===== config.mk =====
export PLATFORM = sky130hd
export DESIGN_NAME = trap_ctrl_flat
export DESIGN_NICKNAME = d
export VERILOG_FILES = /design/src/rtl/trap_pkg.sv /design/src/rtl/trap_ctrl_if.sv /design/src/rtl/irq_sync.sv /design/src/rtl/trap_ctrl.sv /design/src/flat_wrapper.sv
export SDC_FILE = /design/constraint.sdc
export NUM_CORES = 1
export LEC_CHECK = 0
export ABC_AREA = 1
export CELL_PAD_IN_SITES_DETAIL_PLACEMENT = 0
export CELL_PAD_IN_SITES_GLOBAL_PLACEMENT = 2
export CORE_UTILIZATION = 29
export DETAILED_ROUTE_END_ITERATION = 8
export DONT_BUFFER_PORTS = 1
export PLACE_DENSITY_LB_ADDON = 0.3
export SLEW_MARGIN = 0
export SYNTH_ARGS = -nofsm -noshare
export SYNTH_HDL_FRONTEND = slang
export SYNTH_HIERARCHICAL = 1
export SYNTH_SLANG_ARGS = --single-unit

===== constraint.sdc =====
create_clock -name clk -period 1.9 [get_ports clk]
set_clock_uncertainty 0.05 [all_clocks]
set_input_delay 0.285 -clock clk [delete_from_list [all_inputs] [get_ports clk]]
set_output_delay 0.285 -clock clk [all_outputs]
set_load 0.005 [all_outputs]

===== src/rtl/trap_pkg.sv =====
// Shared definitions for the machine-mode trap controller and the control unit:
// CSR addresses, PC source encodings, trap cause codes and the FSM state type.
package trap_pkg;

   localparam logic [11:0] CSR_MSTATUS = 12'h300;
   localparam logic [11:0] CSR_MIE     = 12'h304;
   localparam logic [11:0] CSR_MTVEC   = 12'h305;
   localparam logic [11:0] CSR_MEPC    = 12'h341;
   localparam logic [11:0] CSR_MCAUSE  = 12'h342;
   localparam logic [11:0] CSR_MIP     = 12'h344;
   localparam logic [11:0] CSR_MCYCLE  = 12'hB00;
   localparam logic [11:0] CSR_MCYCLEH = 12'hB80;

   localparam logic [2:0] PCSEL_NEXT   = 3'd0;
   localparam logic [2:0] PCSEL_JALR   = 3'd1;
   localparam logic [2:0] PCSEL_BRANCH = 3'd2;
   localparam logic [2:0] PCSEL_JAL    = 3'd3;
   localparam logic [2:0] PCSEL_MTVEC  = 3'd4;
   localparam logic [2:0] PCSEL_MEPC   = 3'd5;

   localparam logic [31:0] CAUSE_ILLEGAL_INSTR = 32'd2;
   localparam logic [31:0] CAUSE_ECALL_M       = 32'd11;
   localparam logic [31:0] CAUSE_MEXT_IRQ      = 32'h8000_000B;

   typedef enum logic {StRun, StFlush} trap_state_e;

endpackage


===== src/rtl/trap_ctrl_if.sv =====
// Commit-side bus between the control unit (master) and the trap controller (slave).
interface trap_ctrl_if;
   logic        instr_valid;
   logic [31:0] pc_addr;
   logic        illegal_instr;
   logic        ecall;
   logic        mret;
   logic        csr_we;
   logic [11:0] csr_addr;
   logic [31:0] csr_wdata;
   logic [31:0] csr_rdata;
   logic [2:0]  pc_src_sel;
   logic [31:0] mtvec;
   logic [31:0] mepc;
   logic        trap_taken;
   logic        flush;

   modport master (
      output instr_valid, pc_addr, illegal_instr, ecall, mret, csr_we, csr_addr, csr_wdata,
      input  csr_rdata, pc_src_sel, mtvec, mepc, trap_taken, flush
   );

   modport slave (
      input  instr_valid, pc_addr, illegal_instr, ecall, mret, csr_we, csr_addr, csr_wdata,
      output csr_rdata, pc_src_sel, mtvec, mepc, trap_taken, flush
   );
endinterface


===== src/rtl/irq_sync.sv =====
// Flop-chain synchronizer for an asynchronous level input, cleared on reset.
module irq_sync #(
   parameter int unsigned STAGES = 2
) (
   input  logic clk,
   input  logic rst_n,
   input  logic d,
   output logic q
);

   logic [STAGES-1:0] sync_q;

   always_ff @(posedge clk or negedge rst_n) begin
      if (!rst_n) begin
         sync_q <= '0;
      end else begin
         sync_q <= {sync_q[STAGES-2:0], d};
      end
   end

   assign q = sync_q[STAGES-1];

endmodule


===== src/rtl/trap_ctrl.sv =====
// Machine-mode trap and CSR controller: accepts trap/mret events at commit, owns the
// M-mode CSRs and mcycle, and steers the PC to mtvec or mepc.
module trap_ctrl
   import trap_pkg::*;
#(
   parameter logic [31:0] MTVEC_RESET = 32'h0000_0000,
   parameter int unsigned SYNC_STAGES = 2
) (
   input  logic        clk,
   input  logic        rst_n,
   input  logic        intr,
   trap_ctrl_if.slave  bus
);

   trap_state_e state_q, state_d;
   logic        mie_q, mie_d, mpie_q, mpie_d, meie_q, meie_d;
   logic [31:0] mtvec_q, mtvec_d, mepc_q, mepc_d, mcause_q, mcause_d;
   logic [63:0] mcycle_q, mcycle_d;

   logic        intr_s, irq_pend, accept, trap, irq_trap, mret_ev, hw_ev, csr_wr;
   logic [31:0] cause;

   irq_sync #(
      .STAGES (SYNC_STAGES)
   ) u_irq_sync (
      .clk   (clk),
      .rst_n (rst_n),
      .d     (intr),
      .q     (intr_s)
   );

   // Nothing is accepted in FLUSH; a pending interrupt simply waits for the next commit.
   assign irq_pend = intr_s & mie_q & meie_q;
   assign accept   = (state_q == StRun) & bus.instr_valid;
   assign trap     = accept & (bus.illegal_instr | bus.ecall | irq_pend);
   assign irq_trap = accept & ~bus.illegal_instr & ~bus.ecall & irq_pend;
   assign mret_ev  = accept & bus.mret & ~bus.illegal_instr & ~bus.ecall & ~irq_pend;
   assign hw_ev    = trap | mret_ev;
   // An interrupted instruction never executed, so its CSR write must not land.
   assign csr_wr   = accept & bus.csr_we & ~irq_trap;

   assign cause = bus.illegal_instr ? CAUSE_ILLEGAL_INSTR :
                  bus.ecall         ? CAUSE_ECALL_M       : CAUSE_MEXT_IRQ;

   always_comb begin
      state_d = state_q;
      if (hw_ev) begin
         state_d = StFlush;
      end else if (state_q == StFlush) begin
         state_d = StRun;
      end
   end

   always_comb begin
      mie_d    = mie_q;
      mpie_d   = mpie_q;
      meie_d   = meie_q;
      mtvec_d  = mtvec_q;
      mepc_d   = mepc_q;
      mcause_d = mcause_q;
      mcycle_d = mcycle_q + 64'd1;

      if (csr_wr) begin
         case (bus.csr_addr)
            CSR_MSTATUS: begin
               if (!hw_ev) begin
                  mie_d  = bus.csr_wdata[3];
                  mpie_d = bus.csr_wdata[7];
               end
            end
            CSR_MIE:     meie_d  = bus.csr_wdata[11];
            CSR_MTVEC:   mtvec_d = bus.csr_wdata & ~32'h3;
            CSR_MEPC:    if (!hw_ev) mepc_d = bus.csr_wdata & ~32'h3;
            CSR_MCAUSE:  if (!hw_ev) mcause_d = bus.csr_wdata;
            CSR_MCYCLE:  mcycle_d = {mcycle_q[63:32], bus.csr_wdata};
            CSR_MCYCLEH: mcycle_d = {bus.csr_wdata, mcycle_q[31:0]};
            default: ;
         endcase
      end

      if (trap) begin
         mepc_d   = bus.pc_addr & ~32'h3;
         mcause_d = cause;
         mpie_d   = mie_q;
         mie_d    = 1'b0;
      end else if (mret_ev) begin
         mie_d  = mpie_q;
         mpie_d = 1'b1;
      end
   end

   always_ff @(posedge clk or negedge rst_n) begin
      if (!rst_n) begin
         state_q  <= StRun;
         mie_q    <= 1'b0;
         mpie_q   <= 1'b0;
         meie_q   <= 1'b0;
         mtvec_q  <= MTVEC_RESET & ~32'h3;
         mepc_q   <= '0;
         mcause_q <= '0;
         mcycle_q <= '0;
      end else begin
         state_q  <= state_d;
         mie_q    <= mie_d;
         mpie_q   <= mpie_d;
         meie_q   <= meie_d;
         mtvec_q  <= mtvec_d;
         mepc_q   <= mepc_d;
         mcause_q <= mcause_d;
         mcycle_q <= mcycle_d;
      end
   end

   always_comb begin
      bus.csr_rdata = '0;
      case (bus.csr_addr)
         CSR_MSTATUS: begin
            bus.csr_rdata[3] = mie_q;
            bus.csr_rdata[7] = mpie_q;
         end
         CSR_MIE:     bus.csr_rdata[11] = meie_q;
         CSR_MTVEC:   bus.csr_rdata = mtvec_q;
         CSR_MEPC:    bus.csr_rdata = mepc_q;
         CSR_MCAUSE:  bus.csr_rdata = mcause_q;
         CSR_MIP:     bus.csr_rdata[11] = intr_s;
         CSR_MCYCLE:  bus.csr_rdata = mcycle_q[31:0];
         CSR_MCYCLEH: bus.csr_rdata = mcycle_q[63:32];
         default: ;
      endcase
   end

   assign bus.pc_src_sel = trap ? PCSEL_MTVEC : (mret_ev ? PCSEL_MEPC : PCSEL_NEXT);
   assign bus.trap_taken = trap;
   assign bus.flush      = (state_q == StFlush);
   assign bus.mtvec      = mtvec_q;
   assign bus.mepc       = mepc_q;

endmodule


===== src/flat_wrapper.sv =====
// flat-port wrapper written by rule: the top's interface ports become plain ports
module trap_ctrl_flat import trap_pkg::*;
#(
   parameter logic [31:0] MTVEC_RESET = 32'h0000_0000,
   parameter int unsigned SYNC_STAGES = 2
)
  (clk, rst_n, intr, bus_instr_valid, bus_pc_addr, bus_illegal_instr, bus_ecall, bus_mret, bus_csr_we, bus_csr_addr, bus_csr_wdata, bus_csr_rdata, bus_pc_src_sel, bus_mtvec, bus_mepc, bus_trap_taken, bus_flush);
  trap_ctrl_if bus_i ();
  input  logic clk;
  input  logic rst_n;
  input  logic intr;
  input wire logic [$bits(bus_i.instr_valid)-1:0] bus_instr_valid;
  input wire logic [$bits(bus_i.pc_addr)-1:0] bus_pc_addr;
  input wire logic [$bits(bus_i.illegal_instr)-1:0] bus_illegal_instr;
  input wire logic [$bits(bus_i.ecall)-1:0] bus_ecall;
  input wire logic [$bits(bus_i.mret)-1:0] bus_mret;
  input wire logic [$bits(bus_i.csr_we)-1:0] bus_csr_we;
  input wire logic [$bits(bus_i.csr_addr)-1:0] bus_csr_addr;
  input wire logic [$bits(bus_i.csr_wdata)-1:0] bus_csr_wdata;
  output wire logic [$bits(bus_i.csr_rdata)-1:0] bus_csr_rdata;
  output wire logic [$bits(bus_i.pc_src_sel)-1:0] bus_pc_src_sel;
  output wire logic [$bits(bus_i.mtvec)-1:0] bus_mtvec;
  output wire logic [$bits(bus_i.mepc)-1:0] bus_mepc;
  output wire logic [$bits(bus_i.trap_taken)-1:0] bus_trap_taken;
  output wire logic [$bits(bus_i.flush)-1:0] bus_flush;
  assign bus_i.instr_valid = bus_instr_valid;
  assign bus_i.pc_addr = bus_pc_addr;
  assign bus_i.illegal_instr = bus_illegal_instr;
  assign bus_i.ecall = bus_ecall;
  assign bus_i.mret = bus_mret;
  assign bus_i.csr_we = bus_csr_we;
  assign bus_i.csr_addr = bus_csr_addr;
  assign bus_i.csr_wdata = bus_csr_wdata;
  assign bus_csr_rdata = bus_i.csr_rdata;
  assign bus_pc_src_sel = bus_i.pc_src_sel;
  assign bus_mtvec = bus_i.mtvec;
  assign bus_mepc = bus_i.mepc;
  assign bus_trap_taken = bus_i.trap_taken;
  assign bus_flush = bus_i.flush;
  trap_ctrl #(.MTVEC_RESET(MTVEC_RESET), .SYNC_STAGES(SYNC_STAGES)) u_core (.clk(clk), .rst_n(rst_n), .intr(intr), .bus(bus_i));
endmodule

Figure 1. Port wiring (run 1).
(2 px per um)
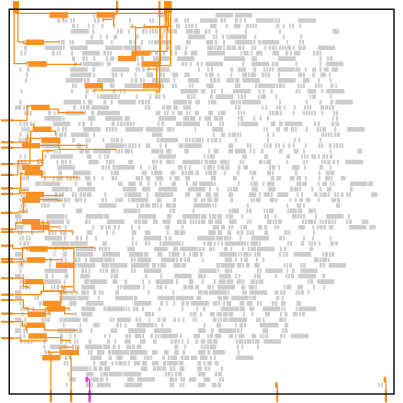
| colour | port | bits | direction | end cells | buffers | wire |
|---|---|---|---|---|---|---|
| magenta | bus_instr_valid | 1 | input | 1 | 0 | 8.10 um |
| orange | bus_mepc | 32 | output | 32 | 0 | 1290 um |
IO Port Bufs: 0
I/O pin total: 185

Figure 2. Routed clock nets over the placement (run 1).
(1.5 px per um)
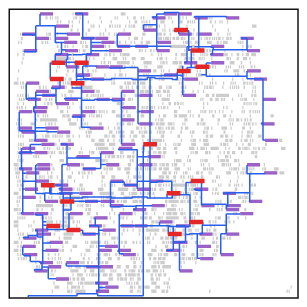
[purple] flip-flops | count: 162
[red] cells driving clock nets | count: 17
[blue] clock wires | length: 2590 um
flops lie: all over the die
routed clock nets: 18
clock network fraction of total power: 38.8%
power drawn by the clock network: 3.70 mW
Latency at later pin: 0.45 ns

Figure 3. Cells coloured by class (run 1).
(1.5 px per um)
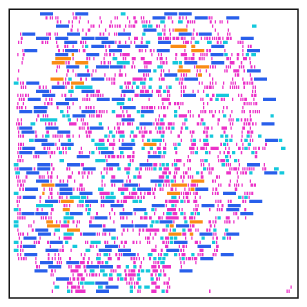
| colour | class | cells | share of their area |
|---|---|---|---|
| cyan | other buffers and delay cells | 230 | 16% |
| magenta | all other logic | 1341 | 49% |
| blue | flip-flops | 162 | 31% |
| orange | clock drivers and dummy loads | 32 | 4.6% |

==> run notes, run 1 <==
Synthesis and place-and-route results.

- The script computed a power per unit cell area of 690 mW/mm^2.
- The number of detailed-routing iterations run before antenna repair is 5.
- The category of the critical setup timing path is reg2out.
- The number of cells in the design after placement is 2121.
- The largest power group is registers.
- The net count reported at finish is 1837.
- The final setup violation count is 2.
- The final reports fail on negative hold slack, negative setup slack.
- The flow ran to the end, but the final reports show violations.
- Per the CTS log, the maximum H-tree level is 4.
- The CTS report gives the tree buffer count as 17.
- The count of placed standard cells in the final layout, fillers left out is 2227.
- The number of buffers and inverters on the critical path is 1.
- Each instance of the synthesized netlist takes up on average 6.68 sq um.
- The number of non-clock buffers is 230.
- The combinational fraction of the cell area is 41.5%.
- Sequential cells burn 47.0% of the power.
- The initial utilization of the core area, before any placement, comes to 29.4%.
- The chip area from the yosys synthesis statistics is 0.0104 sq mm.
- The main kind of combinational logic by area is simple AND/OR/NAND/NOR gates.
- The biggest cell delay along the critical path is 0.43 ns.
- The end-of-flow core utilization is 39.0%.
- Per the final layout report, the fraction of cells sized above drive strength 1 comes to 20.1%.
- The part of the total power dissipated in combinational logic is 14.2%.
- The finished cells cover 0.0138 sq mm.
- The biggest slice of the area belongs to combinational gates.
- The final count of hold timing violations is 162.
- The combined area of all synthesized cells is 0.0104 sq mm.
- The area taken by sequential standard cells is reported as 0.00407 sq mm.
- The worst VDD IR drop from the latest analysis is 0.619 mV.
- In this build the clock could be raised as far as 507 MHz.
- Synthesis produced 1560 cells.
- The first-pass GRT wire length is 69000 um.
- The critical path's most frequent cell is sky130_fd_sc_hd__nand2_1.
- The register with the most flip-flops in the final layout is u_core/mcycle_q.
- The detailed placer's ending HPWL is 35100 um.
- After clock tree synthesis, the flow added hold-fix buffers numbering 44.
- The via count normalized by instance count is 4.99.
- The library cell used most frequently in the layout, excluding fill and tap cells, is sky130_fd_sc_hd__nand2_1.
- The worst hold margin is -0.513 ns.
- Global routing finished with a remaining overflow of 0.
- The final critical path takes up 104% of the cycle.
- In this run switching power makes up 29.8% of total power.
- After Yosys synthesis, and, or, nand and nor cells account for 37.4% of the synthesized area.
- The slowest stage of the critical path belongs to the cell sky130_fd_sc_hd__dfrtp_1.
- The synthesis log from Yosys contains 6 warnings.
- Yosys reported a register bit count of 162.
- The maximum fanout encountered on the critical timing path is 3.
- In the final layout, the registers with the most flip-flops are u_core/mcycle_q: 64 flops, u_core/mcause_q: 32 flops.
- The routed design uses 20800 um of met2 wire.
- The smallest setup slack after layout is -0.0724 ns.
- The number of DRC markers in iteration 0 is 882.
- The total via count in the routed design is 11100.
- The TritonCTS clock tree is done.
- The class of the worst hold path is in2async.
- According to the timing report, the data required time at the worst endpoint equals 1.56 ns.
- The fraction of area in registers is 29.4%.
- STA classifies the critical path endpoint as a primary output.
- The global router reports that the layer with the highest usage is met2.
- The maximum buffer depth of the clock tree is 2.
- The compound-gate portion of the synthesized area is 10.7%.
- The arrival time of data at the critical path endpoint is 1.64 ns.
- The number of core rows is 69.
- For this run, asynchronously set or reset flops after synthesis account for 100%.
- The script logs the mean routed wire length per placed instance as 21.2 um.
- After synthesis, flip-flops and latches occupy 38.9% of the total area.
- By instance count after routing, the leading logic cell types are 592 x sky130_fd_sc_hd__nand2_1, 163 x sky130_fd_sc_hd__inv_1, 156 x sky130_fd_sc_hd__buf_4.
- In the detailed route, the total length drawn on met3 is 3330 um.
- In this run the top signal layer used is met4.
- The count of inserted antenna diode cells is 1.
- After layout, the minimum clock period comes to 1.97 ns.
- The final layout report lists a non-clock inverter count of 184.
- For this design, Yosys synthesis ends with a cell count of 1560.
- The cell class contributing the biggest share of worst-path delay is flip-flops.
- The area added between synthesis and finish is 32.9%.
- For this run the top cell type by instance count after synthesis was sky130_fd_sc_hd__nand2_1.
- Looking at the post-CTS report, the setup buffer insertion count equals 9.
- Looking at the clock tree report, the root buffer type is sky130_fd_sc_hd__clkbuf_16.
- The layout multi-input combinational cell count is 1157.
- The proportion of final cell area spent on non-clock buffers is 15.4%.
- The core outline area is 0.0355 sq mm.
- The pin count of the biggest net entering global routing is 163.
- The initial antenna violation count is 1.
- Combinational cells consume a total of 1.35 mW.
- The filler cells instantiated in the layout total 3815.
- Power comes to 9.55 mW.
- The global-route met3 utilization is 5.55%.
- The final routed DRC violation total is 0.
- Listed in order, past its start point the critical path passes nand2_1 > nand2_1 > a21oi_2 > o211ai_1 > buf_4.
[run 1: worst paths after layout]
check	start	end	slack [ns]	cells past startpoint
setup / recovery	u_core/bus.mepc[16]$_DFFE_PN0P_	bus_csr_rdata[16]	-0.07	5
hold / removal	rst_n	u_core/mcycle_q[41]$_DFFE_PN0P_	-0.51	0
setup reg to reg	u_core/mcycle_q[35]$_DFFE_PN0P_	u_core/mcycle_q[59]$_DFFE_PN0P_	0.02	9
hold reg to reg	u_core/u_irq_sync/sync_q[0]$_DFF_PN0_	u_core/u_irq_sync/sync_q[1]$_DFF_PN0_	0.30	0
max in group asynchronous	rst_n	u_core/mcycle_q[55]$_DFFE_PN0P_	1.91	0
min in group clk	bus_pc_addr[7]	u_core/bus.mepc[7]$_DFFE_PN0P_	0.01	4
--- run 2 (diff from run 1) ---
Settings changed: CORE_UTILIZATION 29 to 30.
==> run notes, run 2 <==
Synthesis and place-and-route results.

- The category of the critical setup timing path is reg2out.
- The flip-flop and latch count after synthesis is 162 (unchanged).
- The number of detailed-routing iterations run before antenna repair came to 5 (unchanged).
- The combined area of all synthesized cells is 0.0104 sq mm (unchanged).
- The endpoint of the lowest-slack register-to-register path is u_core/mcycle_q[50]$_DFFE_PN0P_.
- The largest registers in the layout are u_core/mcycle_q: 64 flops, u_core/mcause_q: 32 flops.
- STA classifies the critical path endpoint as a primary output.
- The power drawn by the clock network is 3.79 mW (+2%).
- In this run the top signal layer used is met4.
- The arrival time of data at the critical path endpoint came to 1.61 ns (-0.03 ns).
- The total via count in the routed design came to 11000 (-0.60%).
- The cell with the largest stage delay on the worst path is sky130_fd_sc_hd__dfrtp_1.
- The maximum clock rate came to 513 MHz (+1.2%).
- The maximum buffer depth of the clock tree came to 2 (unchanged).
- The class of the worst hold path is in2async.
- The amount of wire on met2 after detailed routing is 20400 um (-2.0%).
- Global routing put the most usage on met2.
- The power after layout was 9.60 mW (+0.57%).
- The via count normalized by instance count came to 5.01 (+0.43%).
- The clock latency of the later-clocked register in the worst-skew pair is 0.46 ns (about the same).
- The H-tree depth is 4 (unchanged).
- The final routed DRC violation total was 0 (unchanged).
- The post-route cell area came to 0.0138 sq mm (-0.50%).
- The portion of the clock cycle consumed by the worst path in the final layout is 103% (-1.2 points).
- The global-route met3 utilization is 5.81% (+0.26 points).
- The first-pass GRT wire length is 67700 um (-1.8%).
- The total number of cells along the worst setup path is 6 (+1).
- The fraction of power consumed by sequential logic came to 46.5% (-0.5 points).
- The signal on the critical path passes through nand2_1 > nand2_1 > a21oi_2 > buf_4 > o211ai_1 > buf_4.
- The share of the yosys chip area belonging to registers is 38.9% (unchanged).
- The flow ran to the end, but the final reports show violations.
- The net switching fraction of the power is 30.8% (+1.0 points).
- The sum of met3 wire segment lengths after detailed routing came to 3320 um (-0.30%).
- The detailed placer's ending HPWL is 34600 um (-1.5%).
- The mean instance size in the synthesized netlist is 6.68 sq um (unchanged).
- Ranking logic cells in the layout by count gives the top entries 589 x sky130_fd_sc_hd__nand2_1, 167 x sky130_fd_sc_hd__inv_1, 151 x sky130_fd_sc_hd__dfrtp_1.
- The post-synthesis async set-or-reset flop share is 100% (unchanged).
- The number of DRC markers in iteration 0 came to 937 (+6.2%).
- The yosys stat cell total came to 1560 (unchanged).
- The slack of the worst reg-to-reg path is 0.07 ns (+0.05 ns).
- The remaining global-route overflow was 0 (unchanged).
- The tally of yosys warning messages is 6 (unchanged).
- The highest ir drop seen on vdd is 0.652 mV (+5.3%).
- The main kind of combinational logic by area is simple AND/OR/NAND/NOR gates.
- The TritonCTS clock tree is done.
- The power drawn by the combinational cells is 1.34 mW (about the same).
- The final setup violation count is 2 (unchanged).
- The end-of-flow core utilization is 40.7% (+1.7 points).
- Among all cell types in the netlist, the one instantiated most often is sky130_fd_sc_hd__nand2_1.
- The clock group share of total power is 39.5% (+0.7 points).
- The largest power group is registers.
- The number of buffers and inverters on the critical path was 2 (+1).
- The final critical delay including setup and external delays came to 1.95 ns (-0.0233 ns).
- The compound-gate portion of the synthesized area is 10.7% (unchanged).
- The maximum fanout encountered on the critical timing path was 3 (unchanged).
- The core outline area came to 0.0339 sq mm (-4.6%).
- The worst hold margin came to -0.520 ns (-0.00748 ns).
- The number of buffers added for setup after CTS is 7 (-2).
- The number of hold buffers added after CTS is 50 (+14%).
- The most frequent logic cell in the layout is sky130_fd_sc_hd__nand2_1.
- For reference, the critical path is captured by bus_csr_rdata[20].
- The final count of hold timing violations is 162 (unchanged).
- The fraction of layout cells with a size suffix above 1 is 20.1% (about the same).
- The cell class contributing the biggest share of worst-path delay is flip-flops.
- The smallest setup slack after layout came to -0.0491 ns (+0.0233 ns).
- The final reports fail on negative hold slack, negative setup slack.
- The worst endpoint required time came to 1.56 ns (about the same).
-- run 2: netlist changes by cell type in the layout (fill, tap and decap cells not counted), moves of 4 or more --
cell	before	now
sky130_fd_sc_hd__nand3_1	93	88
sky130_fd_sc_hd__o21ai_0	90	86
sky130_fd_sc_hd__inv_1	163	167
sky130_fd_sc_hd__nand2_2	14	18
sky130_fd_sc_hd__dlygate4sd3_1	44	50
sky130_fd_sc_hd__buf_4	156	141
sky130_fd_sc_hd__o22ai_2	6	10
-- run 2: area by class of cell --
type,count,share of cell area [%]
Multi-Input combinational cell,1157,42.3
Clock inverter,15,1.41
Clock buffer,17,3.09
Sequential cell,162,29.5
Tap cell,448,4.07
Antenna cell,2,0.0363
Inverter,184,5.09
Timing Repair Buffer,219,14.5
Figure 4. Placed standard cells (run 2).
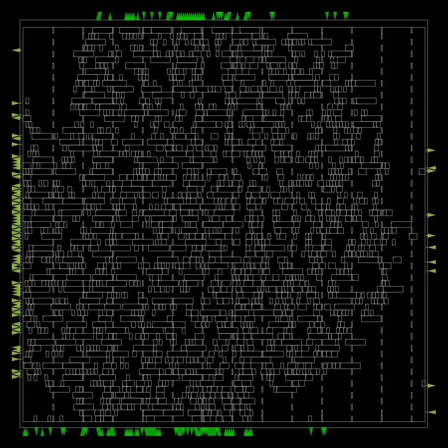
final cell count without fillers: 2204
std cell rows: 67
final-layout fill cell count: 3652

Power is estimated from default activity; no workload was simulated.
